--- config.mk ---
export PLATFORM = sky130hd
export DESIGN_NAME = streaming_fifo_hwm_flat
export DESIGN_NICKNAME = d
export VERILOG_FILES = /design/src/rtl/fifo_pkg.sv /design/src/rtl/streaming_fifo_hwm_if.sv /design/src/rtl/streaming_fifo_hwm_mem.sv /design/src/rtl/streaming_fifo_hwm.sv /design/src/flat_wrapper.sv
export SDC_FILE = /design/constraint.sdc
export NUM_CORES = 2
export LEC_CHECK = 0
export CAP_MARGIN = 0
export CORE_MARGIN = 8
export CORE_UTILIZATION = 55
export CTS_BUF_LIST = sky130_fd_sc_hd__clkbuf_4
export CTS_CLUSTER_DIAMETER = 50
export DETAILED_ROUTE_END_ITERATION = 6
export GPL_TIMING_DRIVEN = 0
export PLACE_DENSITY = 0.73
export SLEW_MARGIN = 0
export SYNTH_ARGS = -nofsm -noshare
export SYNTH_HDL_FRONTEND = slang
export SYNTH_SLANG_ARGS = --single-unit
--- constraint.sdc ---
create_clock -name ap_clk -period 9.9 [get_ports ap_clk]
set_clock_uncertainty 0.1 [all_clocks]
set_input_delay 1.485 -clock ap_clk [delete_from_list [all_inputs] [get_ports ap_clk]]
set_output_delay 1.485 -clock ap_clk [all_outputs]
set_load 0.005 [all_outputs]
--- src/rtl/fifo_pkg.sv ---
// Shared helpers for the streaming FIFO: count width and pointer wrap.
// Depths need not be powers of two.
package fifo_pkg;

  function automatic int cnt_width(input int depth);
    return $clog2(depth + 1);
  endfunction

  function automatic int unsigned ptr_inc(
    input int unsigned ptr,
    input int unsigned depth
  );
    return (ptr == depth - 1) ? 0 : ptr + 1;
  endfunction

endpackage

--- src/rtl/streaming_fifo_hwm_if.sv ---
// AXI-Stream style channel: data, valid, ready.
// Master drives data/valid, slave drives ready.
interface streaming_fifo_hwm_if #(
  parameter int WIDTH = 256
);
  logic [WIDTH-1:0] TDATA;
  logic             TVALID;
  logic             TREADY;

  modport master (
    output TDATA,
    output TVALID,
    input  TREADY
  );

  modport slave (
    input  TDATA,
    input  TVALID,
    output TREADY
  );
endinterface

--- src/rtl/streaming_fifo_hwm_mem.sv ---
// Simple dual-port storage: sync write, async read.
// Kept apart so it can be retargeted to LUTRAM/BRAM.
module streaming_fifo_hwm_mem #(
  parameter int WIDTH = 8,
  parameter int DEPTH = 4,
  parameter int AW    = 2
) (
  input  logic             clk,
  input  logic             we,
  input  logic [AW-1:0]    waddr,
  input  logic [WIDTH-1:0] wdata,
  input  logic [AW-1:0]    raddr,
  output logic [WIDTH-1:0] rdata
);

  logic [WIDTH-1:0] mem [DEPTH];

  always_ff @(posedge clk) begin
    if (we) mem[waddr] <= wdata;
  end

  assign rdata = mem[raddr];

endmodule

--- src/rtl/streaming_fifo_hwm.sv ---
// AXI-Stream FIFO with occupancy count, almost flags
// and a clearable high-water mark; any depth >= 2.
module streaming_fifo_hwm
  import fifo_pkg::*;
#(
  parameter int WIDTH     = 256,
  parameter int DEPTH     = 16,
  parameter int AFULL_TH  = 14,
  parameter int AEMPTY_TH = 2,
  parameter int CW        = cnt_width(DEPTH)
) (
  input  logic                 ap_clk,
  input  logic                 ap_rst_n,
  streaming_fifo_hwm_if.slave  in0_V_V,
  streaming_fifo_hwm_if.master out_V_V,
  output logic [CW-1:0]        count,
  output logic [CW-1:0]        max_count,
  output logic                 almost_full,
  output logic                 almost_empty,
  input  logic                 clr_max
);

  localparam int AW = $clog2(DEPTH);

  logic [AW-1:0]    wr_ptr;
  logic [AW-1:0]    rd_ptr;
  logic             in_ready;
  logic             out_valid;
  logic             push;
  logic             pop;
  logic [CW-1:0]    next_count;
  logic [CW-1:0]    next_max;
  logic [WIDTH-1:0] rd_data;

  always_comb begin
    push       = in0_V_V.TVALID & in_ready;
    pop        = out_valid & out_V_V.TREADY;
    next_count = count;
    unique case (1'b1)
      push & ~pop: next_count = count + CW'(1);
      pop & ~push: next_count = count - CW'(1);
      default: ;
    endcase
    // clr_max reloads live occupancy so the mark never undercuts it
    next_max = (clr_max || next_count > max_count)
             ? next_count : max_count;
  end

  always_ff @(posedge ap_clk or negedge ap_rst_n) begin
    if (!ap_rst_n) begin
      wr_ptr       <= '0;
      rd_ptr       <= '0;
      count        <= '0;
      max_count    <= '0;
      in_ready     <= 1'b0;
      out_valid    <= 1'b0;
      almost_full  <= 1'b0;
      almost_empty <= 1'b1;
    end else begin
      if (push)
        wr_ptr <= AW'(ptr_inc(32'(wr_ptr), DEPTH));
      if (pop)
        rd_ptr <= AW'(ptr_inc(32'(rd_ptr), DEPTH));
      count        <= next_count;
      max_count    <= next_max;
      in_ready     <= next_count != CW'(DEPTH);
      out_valid    <= next_count != '0;
      almost_full  <= next_count >= CW'(AFULL_TH);
      almost_empty <= next_count <= CW'(AEMPTY_TH);
    end
  end

  streaming_fifo_hwm_mem #(
    .WIDTH (WIDTH),
    .DEPTH (DEPTH),
    .AW    (AW)
  ) u_mem (
    .clk   (ap_clk),
    .we    (push),
    .waddr (wr_ptr),
    .wdata (in0_V_V.TDATA),
    .raddr (rd_ptr),
    .rdata (rd_data)
  );

  assign in0_V_V.TREADY = in_ready;
  assign out_V_V.TVALID = out_valid;
  assign out_V_V.TDATA  = rd_data;

endmodule

--- src/flat_wrapper.sv ---
// flat-port wrapper written by rule: the top's interface ports become plain ports
module streaming_fifo_hwm_flat import fifo_pkg::*;
#(
  parameter int WIDTH     = 256,
  parameter int DEPTH     = 16,
  parameter int AFULL_TH  = 14,
  parameter int AEMPTY_TH = 2,
  parameter int CW        = cnt_width(DEPTH)
)
  (ap_clk, ap_rst_n, count, max_count, almost_full, almost_empty, clr_max, in0_V_V_TDATA, in0_V_V_TVALID, in0_V_V_TREADY, out_V_V_TDATA, out_V_V_TVALID, out_V_V_TREADY);
  streaming_fifo_hwm_if #(.WIDTH(WIDTH)) in0_V_V_i ();
  streaming_fifo_hwm_if #(.WIDTH(WIDTH)) out_V_V_i ();
  input  logic ap_clk;
  input  logic ap_rst_n;
  output logic [CW-1:0] count;
  output logic [CW-1:0] max_count;
  output logic almost_full;
  output logic almost_empty;
  input  logic clr_max;
  input wire logic [$bits(in0_V_V_i.TDATA)-1:0] in0_V_V_TDATA;
  input wire logic [$bits(in0_V_V_i.TVALID)-1:0] in0_V_V_TVALID;
  output wire logic [$bits(in0_V_V_i.TREADY)-1:0] in0_V_V_TREADY;
  output wire logic [$bits(out_V_V_i.TDATA)-1:0] out_V_V_TDATA;
  output wire logic [$bits(out_V_V_i.TVALID)-1:0] out_V_V_TVALID;
  input wire logic [$bits(out_V_V_i.TREADY)-1:0] out_V_V_TREADY;
  assign in0_V_V_i.TDATA = in0_V_V_TDATA;
  assign in0_V_V_i.TVALID = in0_V_V_TVALID;
  assign in0_V_V_TREADY = in0_V_V_i.TREADY;
  assign out_V_V_TDATA = out_V_V_i.TDATA;
  assign out_V_V_TVALID = out_V_V_i.TVALID;
  assign out_V_V_i.TREADY = out_V_V_TREADY;
  streaming_fifo_hwm #(.WIDTH(WIDTH), .DEPTH(DEPTH), .AFULL_TH(AFULL_TH), .AEMPTY_TH(AEMPTY_TH), .CW(CW)) u_core (.ap_clk(ap_clk), .ap_rst_n(ap_rst_n), .in0_V_V(in0_V_V_i), .out_V_V(out_V_V_i), .count(count), .max_count(max_count), .almost_full(almost_full), .almost_empty(almost_empty), .clr_max(clr_max));
endmodule
==> results.ini <==
[finish]
num-fill-cells=18100
reg_top3=u_core.u_mem.mem: 4096 flops, u_core.count: 5 flops, u_core.max_count: 5 flops
drive_gt1_frac=0.368

[final_timing]
finalHoldViolCount=0
relSlewSlack=0.0113
fmax_mhz=127
setup_viol=0
drv_slew=0
setup_slack_ns=2.04

[yosys]
ys.flops=4118
ys.flop_type=edfxtp_1
ys_sh_xor=0.000551
ys_cells=5806
mux_area_frac=0.187
edf_count=4096
synth.cell_area_mm2=0.154
top_cells_by_area=edfxtp_1 (80%), mux4_2 (19%), clkbuf_1 (0.42%), dfrtp_1 (0.34%), buf_1 (0.20%)
async_flop_share=0.00534

[placement]
hpwl_mm=222
place_inst=10200

[floorplan]
rows=194
dieArea_mm2=0.298

[setup_path]
cp_common_cell=mux4_2
reg2reg_setup_slack_ns=5.87
cp_data_arrival_time_ns=6.28
slowest_stage=clkbuf_1
crit_type=flop to primary output
path_cells=buf_2, clkbuf_1, clkbuf_2, buf_1, mux4_2, mux4_2, clkdlybuf4s50_1
path_buffers=5
crit_fanout=10
max_stage_delay_ns=0.93
cp-start-kind=flop
rr_worst_depth=16

[clock_tree]
clockRootBuffer=clkbuf_4
cts_made_buffers=1100
clkTransAtPathRegs_ns=0.06

[detailed_routing]
drc=0
drtIter0Drc=8869
ant_nets=0
first_pass_iters=5

[run_status]
status=complete, no violations

[pwr]
p_leak_nw=56.6

[global_routing]
grtUsageMet2=0.418

==> layout make-up <==
class / instances / area [um^2] / share of cell area
inverter: 11 / 41.3 / 0.000230
antenna: 50 / 125 / 0.000696
timing repair buffer: 636 / 8170 / 0.0455
multi-input combinational: 1389 / 29600 / 0.165
tap: 3724 / 4660 / 0.0259
clock inverter: 200 / 1070 / 0.00593
clock buffer: 1502 / 11300 / 0.0628
buffer: 288 / 1130 / 0.00631
sequential: 4118 / 124000 / 0.688
==> power breakdown <==
group	switching (mW)	total (mW)	internal, mW	leakage (nW)
Combinational	8.66	16.7	8.04	11.9
Clock	6.45	13.7	7.21	7.44
Sequential	0.344	21.3	20.9	37.3
Fig. 1: signal wires on met1
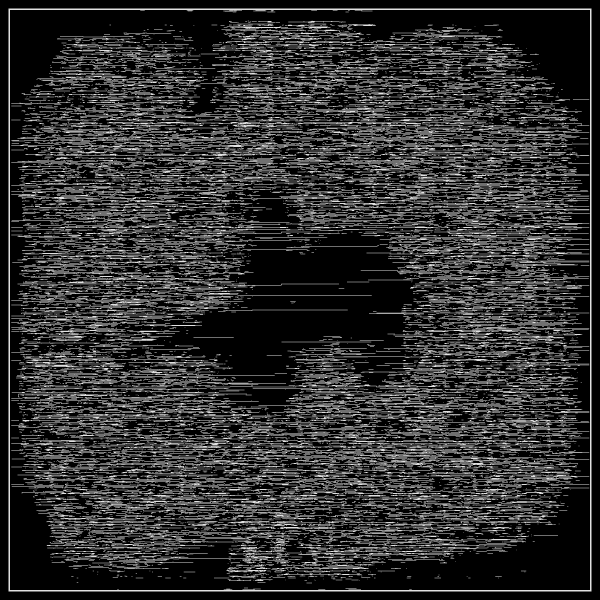
wire length on this layer: 142 mm
main direction: horizontal
longest straight run: 184 um

Fig. 2: metal 2
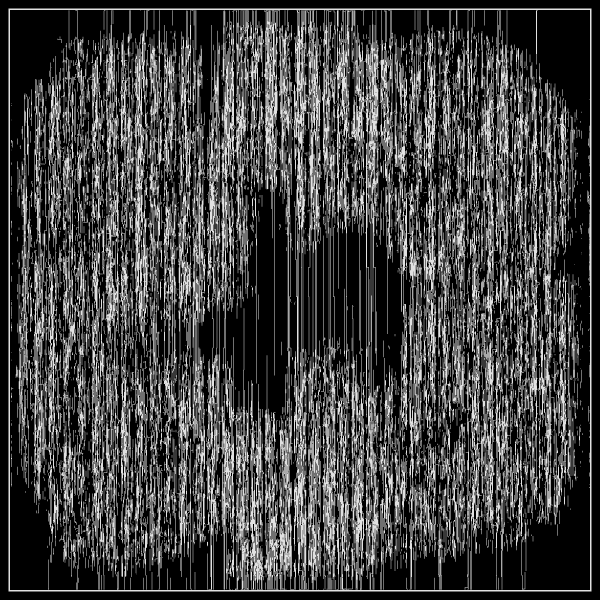
share of all routed wire: 50%
longest straight run: 244 um
wire length on this layer: 192 mm
nets with wire on the layer: 7393
Via Count: 74900
Total Wirelength: 387 mm

Fig. 3: metal 3
The bar under the picture is 200 um long. Cells faint in the background.
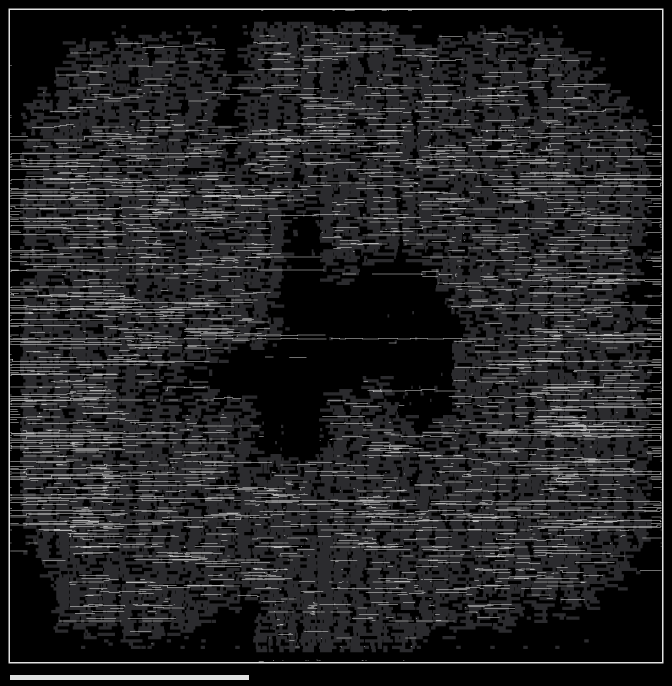
share of all routed wire: 11%
wire length on this layer: 42.0 mm
main direction: horizontal
longest straight run: 164 um
nets with wire on the layer: 1173

No activity file was given, so power comes from the tool's default toggle rates.
